Cell placement:
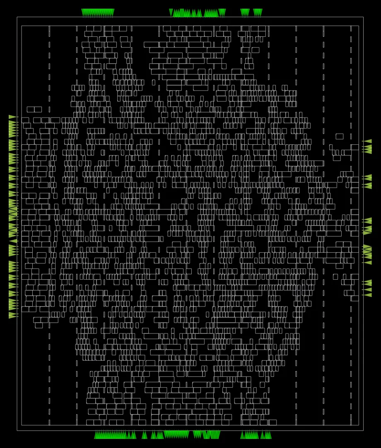
Signal wires by layer:
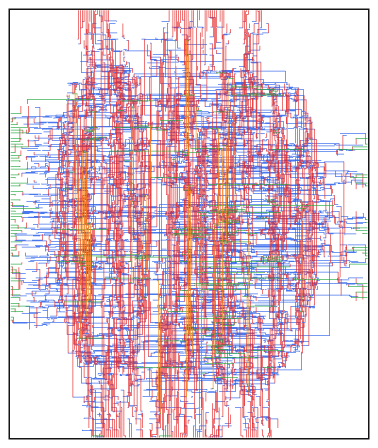
The metal 3 layer:
Scale bar: 50 um.
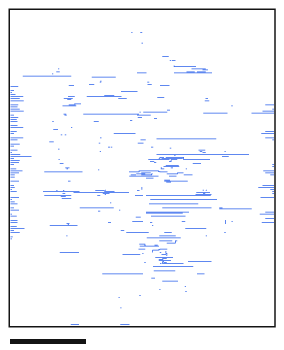
===== config.mk =====
export PLATFORM = sky130hd
export DESIGN_NAME = mod_add
export DESIGN_NICKNAME = d
export VERILOG_FILES = /design/src/rtl/mod_add.sv
export SDC_FILE = /design/constraint.sdc
export NUM_CORES = 1
export LEC_CHECK = 0
export ABC_AREA = 1
export CORE_ASPECT_RATIO = 1.2
export CORE_MARGIN = 2
export CORE_UTILIZATION = 30
export DETAILED_ROUTE_END_ITERATION = 10
export GPL_ROUTABILITY_DRIVEN = 0
export GPL_TIMING_DRIVEN = 0
export HOLD_SLACK_MARGIN = 0.06
export PLACE_DENSITY = 0.55
export SYNTH_ARGS = -nofsm -noshare
export SYNTH_HDL_FRONTEND = slang
export SYNTH_SLANG_ARGS = --single-unit

===== constraint.sdc =====
create_clock -name clk -period 9.19 [get_ports clk]
set_input_delay 1.3785 -clock clk [delete_from_list [all_inputs] [get_ports clk]]
set_output_delay 1.3785 -clock clk [all_outputs]
set_load 0.01 [all_outputs]

===== src/rtl/mod_add.sv =====
// Registered 48-bit modular adder: B = (A + M) with one conditional subtraction of q.
// Define MOD_ADD_RANGE_CHECK_EN to add the registered err output flagging A or M >= q.
module mod_add (
  input  logic        clk,
  input  logic        rstn,
  input  logic [47:0] A,
  input  logic [47:0] M,
  input  logic [47:0] q,
  output logic [47:0] B
`ifdef MOD_ADD_RANGE_CHECK_EN
  ,
  output logic        err
`endif
);

  logic [48:0] w_sum;
  logic [47:0] w_diff;
  logic        w_q_nz;
  logic        w_wrap;
  logic [47:0] w_next;
  logic [47:0] r_b;

  // The carry into bit 48 must take part in the compare, so the sum is widened first.
  assign w_sum  = {1'b0, A} + {1'b0, M};
  // The low 48 bits of S - q depend only on the low 48 bits of S.
  assign w_diff = w_sum[47:0] - q;
  assign w_q_nz = |q;
  assign w_wrap = w_q_nz && (w_sum >= {1'b0, q});
  assign w_next = w_wrap ? w_diff : w_sum[47:0];

  // NOTE: sequential state uses non-blocking assignments so every register samples pre-edge values.
  always_ff @(posedge clk) begin
    if (rstn) begin
      r_b <= '0;
    end else begin
      r_b <= w_next;
    end
  end

  assign B = r_b;

`ifdef MOD_ADD_RANGE_CHECK_EN
  logic w_range_err;
  logic r_err;

  assign w_range_err = w_q_nz && ((A >= q) || (M >= q));

  always_ff @(posedge clk) begin
    if (rstn) begin
      r_err <= 1'b0;
    end else begin
      r_err <= w_range_err;
    end
  end

  assign err = r_err;
`endif

endmodule


==> flow_summary.json <==
{
  "seq_area_frac_synth_pct": 9.195,
  "final_layout_size_suffix_gt1_share_pct": 2.259,
  "nets": 2501,
  "die_w_um": 174.4,
  "cp_slowest_cell": "o21ai_0",
  "syn_inst": 2057,
  "warnings": 26,
  "setup-violations-final": 0,
  "grt_util_met1_pct": 26.87,
  "area_growth_pct": 25.65,
  "drt_iter0_markers": 840,
  "relSlewSlack_pct": 51.17,
  "crit_path_end_kind": "flop",
  "final_cells": 2714,
  "n_antenna_cell": 0,
  "dpl.hpwl_um": 38430,
  "grt_overflow": 0,
  "grt_usage_pct": 23.15,
  "hold_depth": 4,
  "fillers": 3934,
  "ir_drop_mv": 0.09725,
  "avgViaCountPerCell": 4.748,
  "busiest_layer": "met2",
  "synth_area_leader_cell": "nand2_1",
  "cpPeakStageDelay_ps": 500,
  "chip_area_um2": 36350,
  "ys_warn_count": 0,
  "status": "completed",
  "gr-usage-met2_pct": 42.42,
  "grt_pass1_wl_um": 65120,
  "syn-num-nets": 2301,
  "ys_cells": 2057,
  "path_class": "in2reg",
  "fmax_mhz": 167.8,
  "grt_antenna_before_repair": 0,
  "first_pass_iters": 6,
  "tns_ps": 0,
  "start_kind": "primary input",
  "period_used_pct": 64.83,
  "top_cell_area_share_pct": 27.73,
  "min_path_type": "in2reg",
  "crit_buf_inv": 4,
  "maxCapViolCount": 0,
  "fin_hold_ws_ps": 1901,
  "crit_family": "simple AND/OR/NAND/NOR gates",
  "cp_common_cell": "nand2_1",
  "htreeDepth": 2,
  "antenna_left": 0,
  "numCtsBuffers": 5,
  "layout_min_cycle_time_ps": 5958,
  "post_cts.repair.setup_buffers": 0,
  "hold_buffers": 0,
  "clockBufferDepth": 2,
  "portBuffers": 193,
  "ios": 194,
  "grt_max_degree": 16,
  "ys_ff": 48,
  "topCellsByArea": "nand2_1 (28%), inv_1 (16%), ha_1 (11%)",
  "syn_area_per_cell_um2": 5.080,
  "syn_area_um2": 10450,
  "cts.clk_slew.worst_paths_ps": 80,
  "powerDensity_nw_per_um2": 149.9,
  "drc": 0,
  "core_util_floorplan_pct": 30.59,
  "grt_setup_unrepaired": "false",
  "placed_cells_incl_taps": 2706,
  "leakagePower_nw": 7.473,
  "drv_slew": 0,
  "finalHoldViolCount": 0
}
-- 'cell placement' (at the start) --
Rows: 74
# Taps: 456
post-layout utilization of the core: 38.43%
Flops: 48

-- 'signal wires by layer' (at the start) --
color	layer	wire length
orange	met4	2430 um
blue	met1	17900 um
red	met2	21.0 mm
green	met3	1820 um
WL/cell: 15.91 um
Vias: 12890

-- 'the metal 3 layer' (at the start) --
nets with wire on the layer	226
main direction	horizontal
share of all routed wire	4.2%
wire length on this layer	1820 um
longest straight run	60.7 um
WL final: 43190 um
M3 GR Usage: 1.151%

worst max path at each step:
stage | from | endpoint | depth (start not counted)
floorplan | A[0] | B[46]$_SDFF_PP0_ | 27
global placement | A[0] | B[16]$_SDFF_PP0_ | 26
detailed placement | A[0] | B[16]$_SDFF_PP0_ | 26
CTS | A[0] | B[16]$_SDFF_PP0_ | 26
global route | M[0] | B[14]$_SDFF_PP0_ | 28
finish | M[0] | B[24]$_SDFF_PP0_ | 26
cells by family (layout without fill, tap and decap cells):
family,after synthesis,in the layout,synth area share [%]
buf+inv,476,677,17.58
simple gates,1213,1213,48.43
compound gates,175,175,8.980
flops,48,48,9.195
fa+ha+maj,98,98,11.88
xor+xnor,47,47,3.939
layout by cell type (no fill, tap or decap), drive strengths merged, types with 17 or more instances in the layout:
master / instances
a21oi: 121
clkbuf: 17
clkdlybuf4s50: 193
dfxtp: 48
ha: 96
inv: 454
nand2: 783
nand3: 109
nand3b: 28
nand4: 43
nor2: 214
nor3: 24
o21ai: 36
xor2: 38
cells in the mapped netlist (all sizes together):
library cell    n
xnor2           9
a21boi          2
inv           454
nor2          214
nand3b         28
nand4          43
nand3         109
a21oi         121
a21o            2
o21ai          36
xor2           38
ha             96
buf            11
nor4            3
o21a            2
and2            6
dfxtp          48
nand2         783
clkbuf         11
nor3           24
fa              2
a31oi           1
or2             3
o21bai         11
stage by stage:
stage	util [%]	worst slack (ps)	power [mW]	cell area (um2)
finish	38.43	3232	1.968	13130
global route	38.43	2899	2.125	13130
CTS	38.43	3290	1.951	13130
detailed placement	37.91	2980	1.705	12950
global placement	37.91	2984	1.703	12950
floorplan	-	4662	1.184	10450
power by group:
group | total [mW] | switching (mW) | internal, mW
combinational | 1.44 | 0.897 | 0.542
clock | 0.239 | 0.102 | 0.137
sequential | 0.291 | 0.0232 | 0.267
layer usage:
layer / up-vias / part of all wire, % / wire, um
met5: - / 0 / 0
met1: 5699 / 41 / 17890
met4: 0 / 5.6 / 2429
met3: 104 / 4.2 / 1823
li1: 6684 / - / -
met2: 400 / 49 / 21040
area by class of cell:
cell class	count	area (um2)	area share, %
Multi-Input combinational cell	1533	7652	58.28
Inverter	454	1704	12.98
Tap cell	456	570.5	4.345
Timing Repair Buffer	193	1932	14.71
Clock buffer	6	138.9	1.058
Sequential cell	48	960.9	7.318
Clock inverter	2	38.79	0.2954
Buffer	22	132.6	1.010
Power is estimated from default activity; no workload was simulated.
